<file path="src/rtl/instr_fetch.sv">
`default_nettype none
// ============================================================================
// Module  : instr_fetch
// Brief   : PC + req/ack instruction fetch into a 2-entry {instr, pc} FIFO,
//           with redirect squash/restart through a RUN/FLUSH machine.
// Revision: 1.0  initial release
// ============================================================================
module instr_fetch #(
    parameter int                    INSTR_WIDTH = 32,
    parameter int                    ADDR_WIDTH  = 32,
    parameter logic [ADDR_WIDTH-1:0] RESET_PC    = '0
) (
    input  logic                   clk,
    input  logic                   reset,
    output logic                   imem_req,
    output logic [ADDR_WIDTH-1:0]  imem_addr,
    input  logic                   imem_ack,
    input  logic [INSTR_WIDTH-1:0] imem_rdata,
    input  logic                   redirect,
    input  logic [ADDR_WIDTH-1:0]  redirect_pc,
    output logic                   out_valid,
    input  logic                   out_ready,
    output logic [INSTR_WIDTH-1:0] out_instr,
    output logic [ADDR_WIDTH-1:0]  out_pc,
    output logic [ADDR_WIDTH-1:0]  out_pc_next
);

    localparam logic [0:0]            S_RUN   = 1'b0;
    localparam logic [0:0]            S_FLUSH = 1'b1;
    localparam logic [ADDR_WIDTH-1:0] C_STEP  = ADDR_WIDTH'(4);
    localparam logic [ADDR_WIDTH-1:0] C_ALIGN = ~ADDR_WIDTH'(3);

    logic [0:0]             r_state;
    logic [0:0]             w_state_nxt;
    logic [ADDR_WIDTH-1:0]  r_fetch_pc;
    logic [ADDR_WIDTH-1:0]  r_tgt;
    logic [INSTR_WIDTH-1:0] r_instr [2];
    logic [ADDR_WIDTH-1:0]  r_pc    [2];
    logic                   r_wr_ptr;
    logic                   r_rd_ptr;
    logic [1:0]             r_count;

    logic                   w_xfer;
    logic                   w_push;
    logic                   w_pop;
    logic [ADDR_WIDTH-1:0]  w_redirect_pc;

    assign w_redirect_pc = redirect_pc & C_ALIGN;

    always_ff @(posedge clk or posedge reset) begin
        if (reset) begin
            r_state <= S_RUN;
        end else begin
            r_state <= w_state_nxt;
        end
    end

    always_comb begin
        w_state_nxt = r_state;
        case (r_state)
            S_RUN: begin
                // Squashing a pending request must wait for its ack.
                if (redirect && imem_req && !imem_ack) begin
                    w_state_nxt = S_FLUSH;
                end
            end
            S_FLUSH: begin
                if (imem_ack) begin
                    w_state_nxt = S_RUN;
                end
            end
            default: w_state_nxt = S_RUN;
        endcase
    end

    always_comb begin
        imem_req = 1'b0;
        if (!reset) begin
            imem_req = (r_state == S_FLUSH) ? 1'b1 : (r_count < 2'd2);
        end
        w_xfer = imem_req && imem_ack;
        w_push = (r_state == S_RUN) && w_xfer && !redirect;
        w_pop  = out_valid && out_ready;
    end

    always_ff @(posedge clk or posedge reset) begin
        if (reset) begin
            r_fetch_pc <= RESET_PC;
            r_tgt      <= '0;
        end else begin
            case (r_state)
                S_RUN: begin
                    if (redirect) begin
                        if (imem_req && !imem_ack) begin
                            r_tgt <= w_redirect_pc;
                        end else begin
                            r_fetch_pc <= w_redirect_pc;
                        end
                    end else if (w_xfer) begin
                        r_fetch_pc <= r_fetch_pc + C_STEP;
                    end
                end
                default: begin
                    if (imem_ack) begin
                        r_fetch_pc <= redirect ? w_redirect_pc : r_tgt;
                    end else if (redirect) begin
                        r_tgt <= w_redirect_pc;
                    end
                end
            endcase
        end
    end

    always_ff @(posedge clk or posedge reset) begin
        if (reset) begin
            for (int i = 0; i < 2; i++) begin
                r_instr[i] <= '0;
                r_pc[i]    <= '0;
            end
            r_wr_ptr <= 1'b0;
            r_rd_ptr <= 1'b0;
            r_count  <= 2'd0;
        end else if (redirect) begin
            r_wr_ptr <= 1'b0;
            r_rd_ptr <= 1'b0;
            r_count  <= 2'd0;
        end else begin
            if (w_push) begin
                r_instr[r_wr_ptr] <= imem_rdata;
                r_pc[r_wr_ptr]    <= r_fetch_pc;
                r_wr_ptr          <= ~r_wr_ptr;
            end
            if (w_pop) begin
                r_rd_ptr <= ~r_rd_ptr;
            end
            r_count <= r_count + {1'b0, w_push} - {1'b0, w_pop};
        end
    end

    assign imem_addr   = r_fetch_pc;
    assign out_valid   = (r_count != 2'd0);
    assign out_instr   = r_instr[r_rd_ptr];
    assign out_pc      = r_pc[r_rd_ptr];
    assign out_pc_next = r_pc[r_rd_ptr] + C_STEP;

endmodule
`default_nettype wire
</file>
<file path="config.mk">
export PLATFORM = sky130hd
export DESIGN_NAME = instr_fetch
export DESIGN_NICKNAME = d
export VERILOG_FILES = /design/src/rtl/instr_fetch.sv
export SDC_FILE = /design/constraint.sdc
export NUM_CORES = 1
export LEC_CHECK = 0
export CAP_MARGIN = 10
export CORE_UTILIZATION = 36
export DETAILED_ROUTE_END_ITERATION = 16
export RECOVER_POWER = 50
export REMOVE_ABC_BUFFERS = 1
export SYNTH_ARGS = -nofsm -noshare
export SYNTH_HDL_FRONTEND = slang
export SYNTH_SLANG_ARGS = --single-unit
</file>
<file path="constraint.sdc">
create_clock -name clk -period 8.7 [get_ports clk]
set_input_delay 1.305 -clock clk [delete_from_list [all_inputs] [get_ports clk]]
set_output_delay 1.305 -clock clk [all_outputs]
set_load 0.03 [all_outputs]
</file>
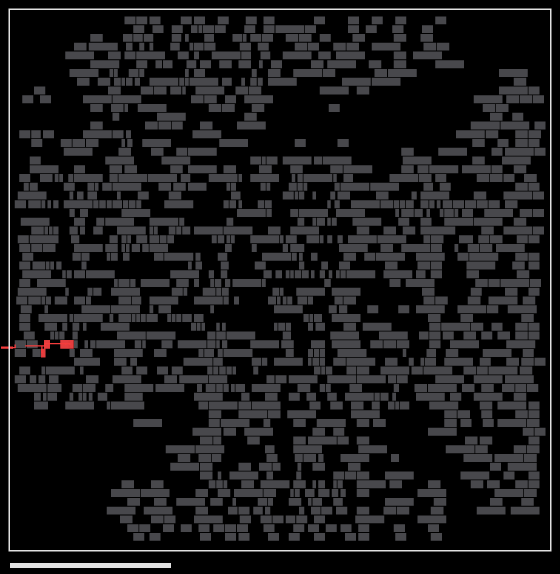
(wires at chosen ports, followed through buffers)
Bar = 50 um.
Key: red = reset [bits 1, direction input, end cells 4, wire 19.4 um]
port bufs: 196
I/O Pins: 199

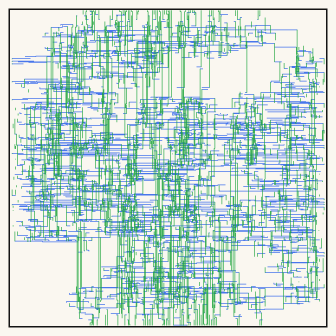
(routed metal, one colour a layer)
Only two layers are drawn.
Key: green = M2 [wire length 12,100 um]; blue = M1 [wire length 11,800 um]

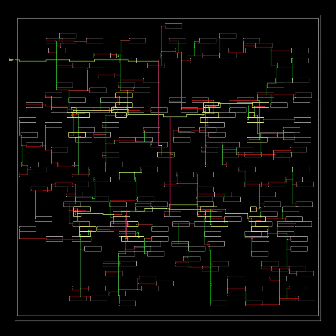
(the clock network)
Seq cells: 197
clock skew: 10.27 ps
final-layout clock buffer total: 17
clk sink count: 197
Clk power: 0.000812 W

==> results.json <==
{
  "met3WireLength_um": 1342,
  "edf_count": 0,
  "final_cells": 1381,
  "syn_avg_cell_area_sq_um": 11.59,
  "ys_cells": 854,
  "area_growth_pct": 28.93,
  "cts_resized": 0,
  "antenna_found_initial": 1,
  "yosys.stat.seqShare": 0.4982,
  "critPathLaunchType": "input pin",
  "rrSetupSlack_ps": 3620,
  "clk_latency_ps": 440,
  "max_slew_margin": -2.152,
  "rsz0062_at_grt": "false",
  "drt_iter0_drc": 554,
  "cts_buffers": 17,
  "final_design_area_no_fill_sq_um": 12760,
  "setup.worst_path.end": "r_rd_ptr",
  "flop_cell": "dfrtp_1",
  "layout_min_cycle_time_ps": 6055,
  "synth_warnings": 0,
  "wl_met1_um": 11750,
  "top_layer": "met4",
  "post-cts-setup-buffers": 0,
  "final_util": 0.4734,
  "synth-seq-cells": 197,
  "tool_warnings": 29,
  "drcViolationCount": 0,
  "criticalPathCategory": "in2async",
  "status": "complete, but fails checks",
  "htree_levels": 4,
  "total_power_w": 0.004761,
  "crit_fanout": 122,
  "clkTransAtPathRegs_ps": 70,
  "ant_nets": 0,
  "simple_gate_area_frac": 0.09889,
  "cap_violations": 3,
  "setup_viol": 0,
  "top_area_cell": "dfrtp_1",
  "synth_area_sq_um": 9894,
  "startpoint": "reset",
  "end_kind": "asynchronous set/reset pin",
  "r2r-start": "r_state",
  "layout.cells.most_common": "mux2_2",
  "violations": "max-capacitance violations, max-slew violations",
  "chip_area_sq_um": 28150,
  "track_usage": 0.1845,
  "row_count": 60,
  "mux_area_frac": 0.2570,
  "holdPathStages": 1,
  "nNonClkBuffers": 208,
  "vdd_drop_max_mv": 0.1469,
  "fa_ha_area_frac": 0.005058,
  "clockBufferDepth": 2,
  "die_w_um": 167.8,
  "ys_area_sq_um": 9894,
  "drt_wl_total_um": 25350,
  "avgRoutedWirePerCell_um": 18.36,
  "grt_pass1_vias": 7125,
  "tap-cell-count": 341,
  "num-fill-cells": 2515,
  "diodes": 0,
  "dr.pass1.iters": 5,
  "synthTopCellsByArea": "dfrtp_1, mux2_2, nand2_1",
  "logic_area_sq_um": 4691,
  "fp_util": 0.3671,
  "cts_tree": "yes",
  "p_leak_nw": 5.332,
  "fin_ws_ps": 2645,
  "seq_share": 0.3867,
  "p_per_area_nw_per_um2": 373.2,
  "yosysMostFrequentCell": "mux2_2",
  "met2WireLength_um": 12070,
  "ys_sh_aoi": 0.08472,
  "fmax_mhz": 165.1,
  "placed_area_sq_um": 12170,
  "fin_crit_sh": 0.6960,
  "async_flop_share": 1.000,
  "whs_ps": 497.8,
  "logic_gate_count": 585,
  "logic_family": "multiplexers",
  "seq_area_sq_um": 4933,
  "slew_violations": 231,
  "avgViaCountPerCell": 5.296,
  "largest_cell_class": "sequential cells",
  "dp_cells": 1349,
  "gp_congestion": 0.7843,
  "gr-total-overflow": 0,
  "comb-cell-share": 0.3677,
  "r2r_end": "r_instr[18]",
  "core_sq_um": 26950,
  "synth_cell_types": 53,
  "hp-start": "r_tgt[1]",
  "finalNetCount": 1100,
  "cp_data_arrival_time_ps": 6360,
  "hold_path.class": "reg2reg",
  "top_cell_area_share": 0.4982,
  "hpwl_um": 16670,
  "worstMarginPinSlew_ps": 4728,
  "finalHoldViolCount": 0,
  "setup-tns-final_ps": 0,
  "xor_share": 0.02567,
  "lay_top_cells": "mux2_2, dfrtp_1, clkdlybuf4s50_1",
  "hold-path-endpoint": "r_tgt[1]",
  "die_h_um": 167.8,
  "synthCells": 854,
  "cts_root_buffer": "clkbuf_16",
  "grt_pass1_wl_um": 40710,
  "worstRegToRegCells": 6,
  "cp.required_ps": 9010,
  "bufAreaShareNonClock": 0.1593,
  "cts_hold_buf": 0,
  "grt_max_degree": 123,
  "num_vias": 7314,
  "n_all_inverters": 18,
  "dp_slack_ps": 3216,
  "clock_area_frac": 0.04757,
  "netlist_top_cells_count": "mux2_2, dfrtp_1, nand2_1",
  "layout-drive-gt1-share": 0.2558
}
## report_power, final
part           leakage [nW]  internal, W  switching, W
registers              2.45      0.00129      0.000327
clock network         0.294     0.000415      0.000397
logic                  2.59      0.00110       0.00123
total                  5.33      0.00281       0.00195
## registers in the layout, indices dropped and copies added (netlist names)
name and count:
r_instr 64, r_wr_ptr 1, r_count 2, r_rd_ptr 1
r_tgt 32, r_state 1, r_pc 64, imem_addr 32
## critical path, stage by stage
cell and delay, ps:
dlygate4sd3_1 590, inv_1 3310, buf_4 1140
## metal layers
metal / vias to the layer above / track usage
met5: - / 0
met4: 0 / 0.03590
met3: 15 / 0.04067
met2: 193 / 0.3004
met1: 3648 / 0.2529
li1: 3458 / -
No activity file was given, so power comes from the tool's default toggle rates.
